[src/rtl/alu_sequencer.sv]
// Issue/collect sequencer for logic_unit: accepts one request, steps COUNTER
// through the programmed number of cycles, captures the final result and holds it.
module alu_sequencer #(
   parameter int unsigned MAX_STEPS = 3
) (
   input  logic        clk,
   input  logic        reset,
   input  logic        req_valid,
   output logic        req_ready,
   input  logic [3:0]  req_op,
   input  logic [4:0]  req_shamt,
   input  logic [1:0]  req_steps,
   input  logic        req_chk_ov,
   input  logic        req_branch,
   output logic [3:0]  ALUOp,
   output logic [4:0]  SHAMT,
   output logic [1:0]  COUNTER,
   input  logic [31:0] ALUOut,
   input  logic        OVERFLOW,
   input  logic        ZERO,
   input  logic        Update_UC,
   output logic        rsp_valid,
   input  logic        rsp_ready,
   output logic [31:0] rsp_result,
   output logic        rsp_zero,
   output logic        rsp_taken,
   output logic        rsp_exc
);

   typedef enum logic [1:0] {IDLE, EXEC, RESP} state_t;

   localparam logic [1:0] STEP_LIMIT = (MAX_STEPS > 3) ? 2'd3 : 2'(MAX_STEPS);

   state_t     state;
   logic [1:0] steps;
   logic       chk_ov;
   logic       branch;
   logic [1:0] steps_clamped;

   assign steps_clamped = (req_steps > STEP_LIMIT) ? STEP_LIMIT : req_steps;

   // ALUOp/SHAMT/COUNTER double as the latched op, shamt and step count.
   always_ff @(posedge clk) begin
      if (reset) begin
         state      <= IDLE;
         req_ready  <= 1'b1;
         rsp_valid  <= 1'b0;
         rsp_result <= '0;
         rsp_zero   <= 1'b0;
         rsp_taken  <= 1'b0;
         rsp_exc    <= 1'b0;
         ALUOp      <= '0;
         SHAMT      <= '0;
         COUNTER    <= '0;
         steps      <= '0;
         chk_ov     <= 1'b0;
         branch     <= 1'b0;
      end else begin
         case (state)
            IDLE: begin
               if (req_valid) begin
                  state     <= EXEC;
                  req_ready <= 1'b0;
                  ALUOp     <= req_op;
                  SHAMT     <= req_shamt;
                  COUNTER   <= '0;
                  steps     <= steps_clamped;
                  chk_ov    <= req_chk_ov;
                  branch    <= req_branch;
               end
            end
            EXEC: begin
               if (COUNTER < steps) begin
                  COUNTER <= COUNTER + 2'd1;
               end else begin
                  rsp_result <= ALUOut;
                  rsp_zero   <= ZERO;
                  rsp_exc    <= OVERFLOW & chk_ov;
                  rsp_taken  <= Update_UC & branch;
                  rsp_valid  <= 1'b1;
                  ALUOp      <= '0;
                  SHAMT      <= '0;
                  COUNTER    <= '0;
                  state      <= RESP;
               end
            end
            RESP: begin
               if (rsp_ready) begin
                  rsp_valid <= 1'b0;
                  req_ready <= 1'b1;
                  state     <= IDLE;
               end
            end
            default: state <= IDLE;
         endcase
      end
   end

endmodule

[config.mk]
export PLATFORM = sky130hd
export DESIGN_NAME = alu_sequencer
export DESIGN_NICKNAME = d
export VERILOG_FILES = /design/src/rtl/alu_sequencer.sv
export SDC_FILE = /design/constraint.sdc
export NUM_CORES = 1
export LEC_CHECK = 0
export ABC_AREA = 1
export CAP_MARGIN = 25
export CORE_MARGIN = 1.5
export CORE_UTILIZATION = 36
export CTS_CLUSTER_DIAMETER = 80
export DETAILED_ROUTE_END_ITERATION = 8
export PLACE_DENSITY = 0.76
export SETUP_SLACK_MARGIN = 0.1
export SYNTH_ARGS = -nofsm -noshare
export SYNTH_HDL_FRONTEND = slang
export SYNTH_SLANG_ARGS = --single-unit
[constraint.sdc]
create_clock -name clk -period 1.4 [get_ports clk]
set_clock_uncertainty 0.2 [all_clocks]
set_input_delay 0.28 -clock clk [delete_from_list [all_inputs] [get_ports clk]]
set_output_delay 0.28 -clock clk [all_outputs]
set_load 0.01 [all_outputs]
==> flow_results.xml <==
<?xml version="1.0" encoding="UTF-8"?>
<metrics>
  <group name="timing">
    <metric name="fmaxAchievable" unit="MHz">624</metric>
    <metric name="min_period" unit="ns">1.60</metric>
    <metric name="finalHoldViolCount" unit="">0</metric>
    <metric name="setup_repair_after_global_routing_missed_its_margin" unit="">true</metric>
    <metric name="max-slew-margin-rel" unit="">0.865</metric>
    <metric name="layout_worst_path_cycle_share" unit="">1.15</metric>
    <metric name="timing_worst_slew_pin_value" unit="ns">0.202</metric>
    <metric name="setup_viol_count_final" unit="">47</metric>
    <metric name="minimum_setup_slack_in_the_final_design" unit="ns">-0.204</metric>
    <metric name="timing_max_transition_violations_final" unit="">0</metric>
    <metric name="fin_setup_tns" unit="ns">-6.55</metric>
  </group>
  <group name="clock_network">
    <metric name="ctsHoldBuffers" unit="">0</metric>
    <metric name="ctsHtreeMaxLevel" unit="">2</metric>
    <metric name="clock_path_buffers" unit="">2</metric>
    <metric name="clk_transition_reported_paths" unit="ns">0.09</metric>
    <metric name="cts-buffers-inserted" unit="">5</metric>
    <metric name="clockRootBuffer" unit="">clkbuf_8</metric>
    <metric name="cts.sink_count" unit="">54</metric>
    <metric name="clk-insertion-delay-late" unit="ns">0.30</metric>
    <metric name="cts_tree" unit="">done</metric>
  </group>
  <group name="detailed_routing">
    <metric name="route.detailed.drc" unit="">0</metric>
    <metric name="postRouteAntennaNets" unit="">0</metric>
    <metric name="drt-pass1-iter-count" unit="">4</metric>
    <metric name="post_drt_via_cell_ratio" unit="">4.53</metric>
    <metric name="dr.first_iter.drc_count" unit="">56</metric>
  </group>
  <group name="yosys">
    <metric name="aoi_share" unit="">0.127</metric>
    <metric name="synth-seq-cells" unit="">54</metric>
    <metric name="ys_area" unit="um^2">2010</metric>
    <metric name="netlist-cell-type-count" unit="">22</metric>
    <metric name="synth-seq-area-share" unit="">0.538</metric>
    <metric name="post_synth_inst_count" unit="">249</metric>
    <metric name="ys_cells" unit="">249</metric>
    <metric name="synth-warning-count" unit="">0</metric>
    <metric name="synth.net_count" unit="">302</metric>
    <metric name="yosys-mux-area-fraction" unit="">0</metric>
    <metric name="yosys-dominant-comb-family" unit="">simple AND/OR/NAND/NOR gates</metric>
    <metric name="synthSimpleGateAreaFrac" unit="">0.245</metric>
    <metric name="mappedNetlistArea" unit="um^2">2010</metric>
    <metric name="synthesized_area_per_cell" unit="um^2">8.08</metric>
    <metric name="ys_sh_xor" unit="">0</metric>
    <metric name="synth-adder-area-share" unit="">0.00622</metric>
  </group>
  <group name="grt">
    <metric name="overflow" unit="">0</metric>
    <metric name="grt_first_pass_wirelength" unit="um">9140</metric>
    <metric name="antenna_found_initial" unit="">0</metric>
    <metric name="grt_pass1_vias" unit="">1916</metric>
    <metric name="grt_start_max_net_pins" unit="">27</metric>
    <metric name="grt_usage" unit="">0.191</metric>
  </group>
  <group name="flow_run">
    <metric name="warnings" unit="">29</metric>
    <metric name="maxCapViolCount" unit="">0</metric>
  </group>
  <group name="die">
    <metric name="die-height" unit="um">77.7</metric>
    <metric name="dieArea" unit="um^2">6040</metric>
    <metric name="io_pins" unit="">100</metric>
    <metric name="core_region_area" unit="um^2">5440</metric>
    <metric name="fp-utilization" unit="">0.370</metric>
    <metric name="die_width" unit="um">77.7</metric>
    <metric name="placementRows" unit="">27</metric>
  </group>
  <group name="placed_design">
    <metric name="place.gp.congestion" unit="">0.744</metric>
    <metric name="port-buffer-count" unit="">99</metric>
    <metric name="post-dp-hpwl" unit="um">3590</metric>
  </group>
  <group name="power">
    <metric name="peak_supply_drop" unit="uV">476</metric>
    <metric name="power_frac_comb" unit="">0.289</metric>
    <metric name="p_int" unit="mW">2.66</metric>
    <metric name="pwr-share-clk" unit="">0.234</metric>
    <metric name="switching_share" unit="">0.291</metric>
    <metric name="netSwitchingPower" unit="mW">1.09</metric>
    <metric name="p_seq_frac" unit="">0.476</metric>
    <metric name="power_density" unit="nW/um^2">1050</metric>
    <metric name="power.leakage" unit="nW">1.56</metric>
  </group>
  <group name="cells_and_area">
    <metric name="syn2layout_area_growth" unit="%">76.7</metric>
    <metric name="antenna_cells" unit="">0</metric>
    <metric name="count_of_filler_cells_inserted_in_the_layout" unit="">488</metric>
    <metric name="finalNetCount" unit="">430</metric>
    <metric name="post_route_cells_drive_above_1_share" unit="">0.505</metric>
  </group>
  <group name="setup_path">
    <metric name="timing.setup.critical_path_class" unit="">reg -&gt; reg</metric>
    <metric name="critPathLaunchType" unit="">register</metric>
    <metric name="critical_path_arrival" unit="ns">1.60</metric>
    <metric name="critPathRequiredTime" unit="ns">1.40</metric>
    <metric name="path_max_fanout" unit="">7</metric>
    <metric name="timing.reg2reg.worst_path_depth" unit="">9</metric>
    <metric name="timing.critical_path.to_type" unit="">register</metric>
  </group>
  <group name="min_path">
    <metric name="hold_path_class" unit="">reg -&gt; reg</metric>
    <metric name="timing.hold.worst_path_depth" unit="">2</metric>
  </group>
  <group name="run_status">
    <metric name="violated_checks" unit="">negative setup slack</metric>
    <metric name="status" unit="">complete, but fails checks</metric>
  </group>
</metrics>
-- worst paths after layout --
| check | startpoint | slack (ns) | endpoint |
|---|---|---|---|
| worst max-delay path | steps[1] | -0.20 | rsp_result[24] |
| worst min-delay path | ALUOp[1] | 0.25 | ALUOp[1] |
| worst max register to register | steps[1] | -0.20 | rsp_result[24] |
| worst min register to register | ALUOp[1] | 0.25 | ALUOp[1] |
-- power by group through the flow --
stage                     Clock, mW  Sequential [mW]  Combinational [mW]
after CTS                     0.905             1.78                1.00
after global routing          0.976             1.80                1.18
final                         0.878             1.79                1.08
after floorplan                   0             1.85               0.355
after global placement            0             1.79               0.874
after detailed placement          0             1.80               0.885
-- per-stage QoR --
stage | worst slack (ns) | power (mW) | hold slack, ns | cell area, um^2 | std cells
after global routing | -0.263 | 3.95 | 0.281 | 3550 | 450
after floorplan | -0.0445 | 2.21 | 0.149 | 2010 | 249
final | -0.204 | 3.75 | 0.251 | 3550 | 450
after detailed placement | -0.243 | 2.68 | 0.247 | 3120 | 421
after global placement | -0.182 | 2.67 | 0.247 | 3120 | 421
after CTS | -0.229 | 3.69 | 0.255 | 3410 | 447
-- worst max-delay path, cell delays in order (launching register included) --
cell and delay (ns):
dfxtp_2 0.34, inv_2 0.05, ha_4 0.26, nand2_4 0.05, nand2_4 0.08, nand2_8 0.07
buf_12 0.14, buf_16 0.14, o21ai_4 0.12, nor2_1 0.05
-- state kept, by name, indices dropped and copies added (netlist names) --
register / count
rsp_result: 32
SHAMT: 5
ALUOp: 4
COUNTER: 2
state: 2
steps: 2
branch: 1
chk_ov: 1
req_ready: 1
rsp_exc: 1
rsp_taken: 1
rsp_valid: 1
rsp_zero: 1
-- synth_stat cells, drive strengths merged --
library cell	instances	area share
dfxtp	54	0.54
ha	1	0.0062
nor2	77	0.16
nand2	25	0.052
buf	6	0.034
nand3	9	0.029
o21ai	46	0.11
a21oi	5	0.012
clkbuf	6	0.013
inv	19	0.037
nand3b	1	0.0037
-- layout by cell type (no fill, tap or decap), drive strengths merged --
cell type,synthesis,layout
o21ai,46,46
nor2,77,77
ha,1,1
nand3b,1,1
nand3,9,10
dfxtp,54,54
a21oi,5,5
buf,6,77
clkinv,0,2
bufbuf,0,1
clkbuf,6,7
nand2,25,25
clkdlybuf4s50,0,51
inv,19,21
-- timing repair --
item,in CTS,in global routing
cloned,5,2
hold endpoints to repair,0,0
endpoints found under the setup margin,99,56
gates resized,295,39
pin swaps,6,6
buffers inserted,13,2
-- layout make-up --
class / count / area [um^2] / share of cell area
clock inverter: 1 / 5.00 / 0.00141
clock buffer: 7 / 86.3 / 0.0243
timing repair buffer: 129 / 1100 / 0.309
sequential: 54 / 1140 / 0.321
inverter: 19 / 100 / 0.0282
timing repair inverter: 3 / 51.3 / 0.0144
multi-input combinational: 165 / 981 / 0.276
tap: 72 / 90.1 / 0.0254
-- layer usage --
layer  vias to the layer above  GRT usage  wire, um
li1                       1043          -         -
met1                       927      0.234      2430
met2                        62      0.335      2990
met3                         5     0.0306       312
met4                         0     0.0673        53
met5                         -          0         0
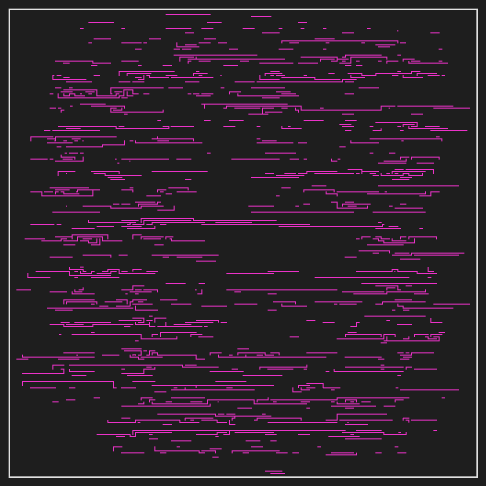
*Signal wires on met1*
Drawn at 6 px/um.
- wire length on this layer: 2,430 um
- nets with wire on the layer: 376
- main direction: horizontal
Total Wirelength: 5790 um
met1 Use GR: 0.234
via count: 2,037

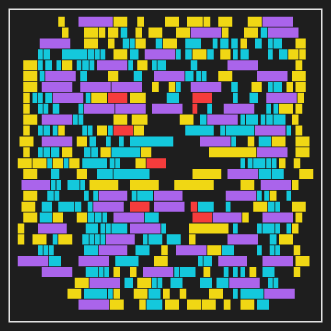
*Placement by cell class*
Drawn at 4 px/um.
- clock drivers and dummy loads: red (cells 8; share of their area 2.6%)
- flip-flops: purple (cells 54; share of their area 33%)
- all other logic: cyan (cells 187; share of their area 33%)
- other buffers and delay cells: yellow (cells 129; share of their area 32%)

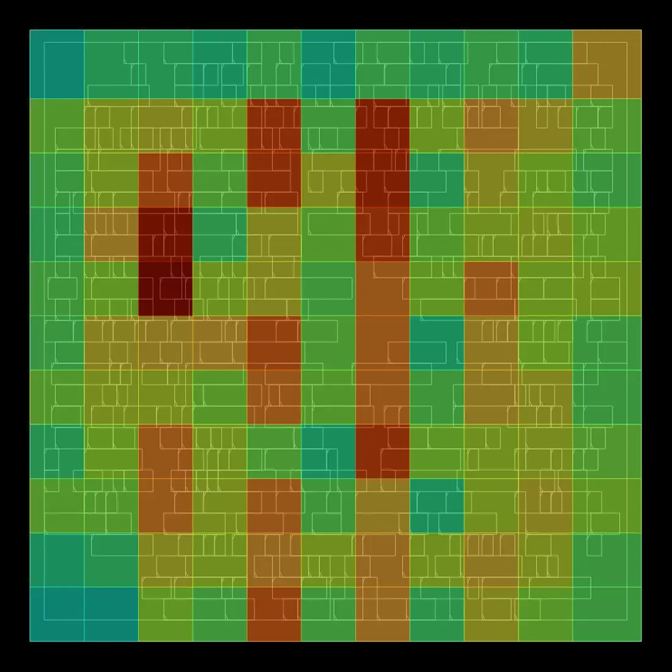
*Congestion heat map*
GR met2 Demand/Resource: 0.335
final core area utilization: 0.653
routed length per instance: 12.9 um

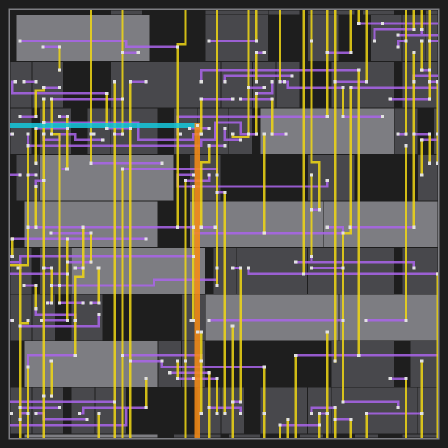
*Layout detail*
Region (7, 46) to (32, 71) um. Cells in grey, sequential cells in the stronger grey; small squares are vias.
- met1: purple
- met2: yellow
- met4: orange
- met3: cyan
- most frequent: nand2_1 (11), dfxtp_2 (10)
- netlist names of flops here include: `SHAMT` (5), `ALUOp` (2), `rsp_result` (2)
- cells with their middle in the window: 56
- sequential cells in the window: 10

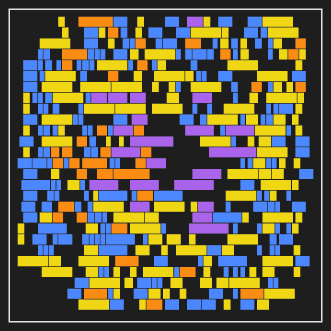
*Cell sizes after repair*
Drawn at 4 px/um.
- drive 2: yellow (cells 133; share 35%)
- drive 6 and up: purple (cells 21; share 5.6%)
- drive 1 or less: blue (cells 187; share 49%)
- drive 3 to 4: orange (cells 37; share 9.8%)

Power figures rest on the tool's default switching activity, not on a simulated workload.
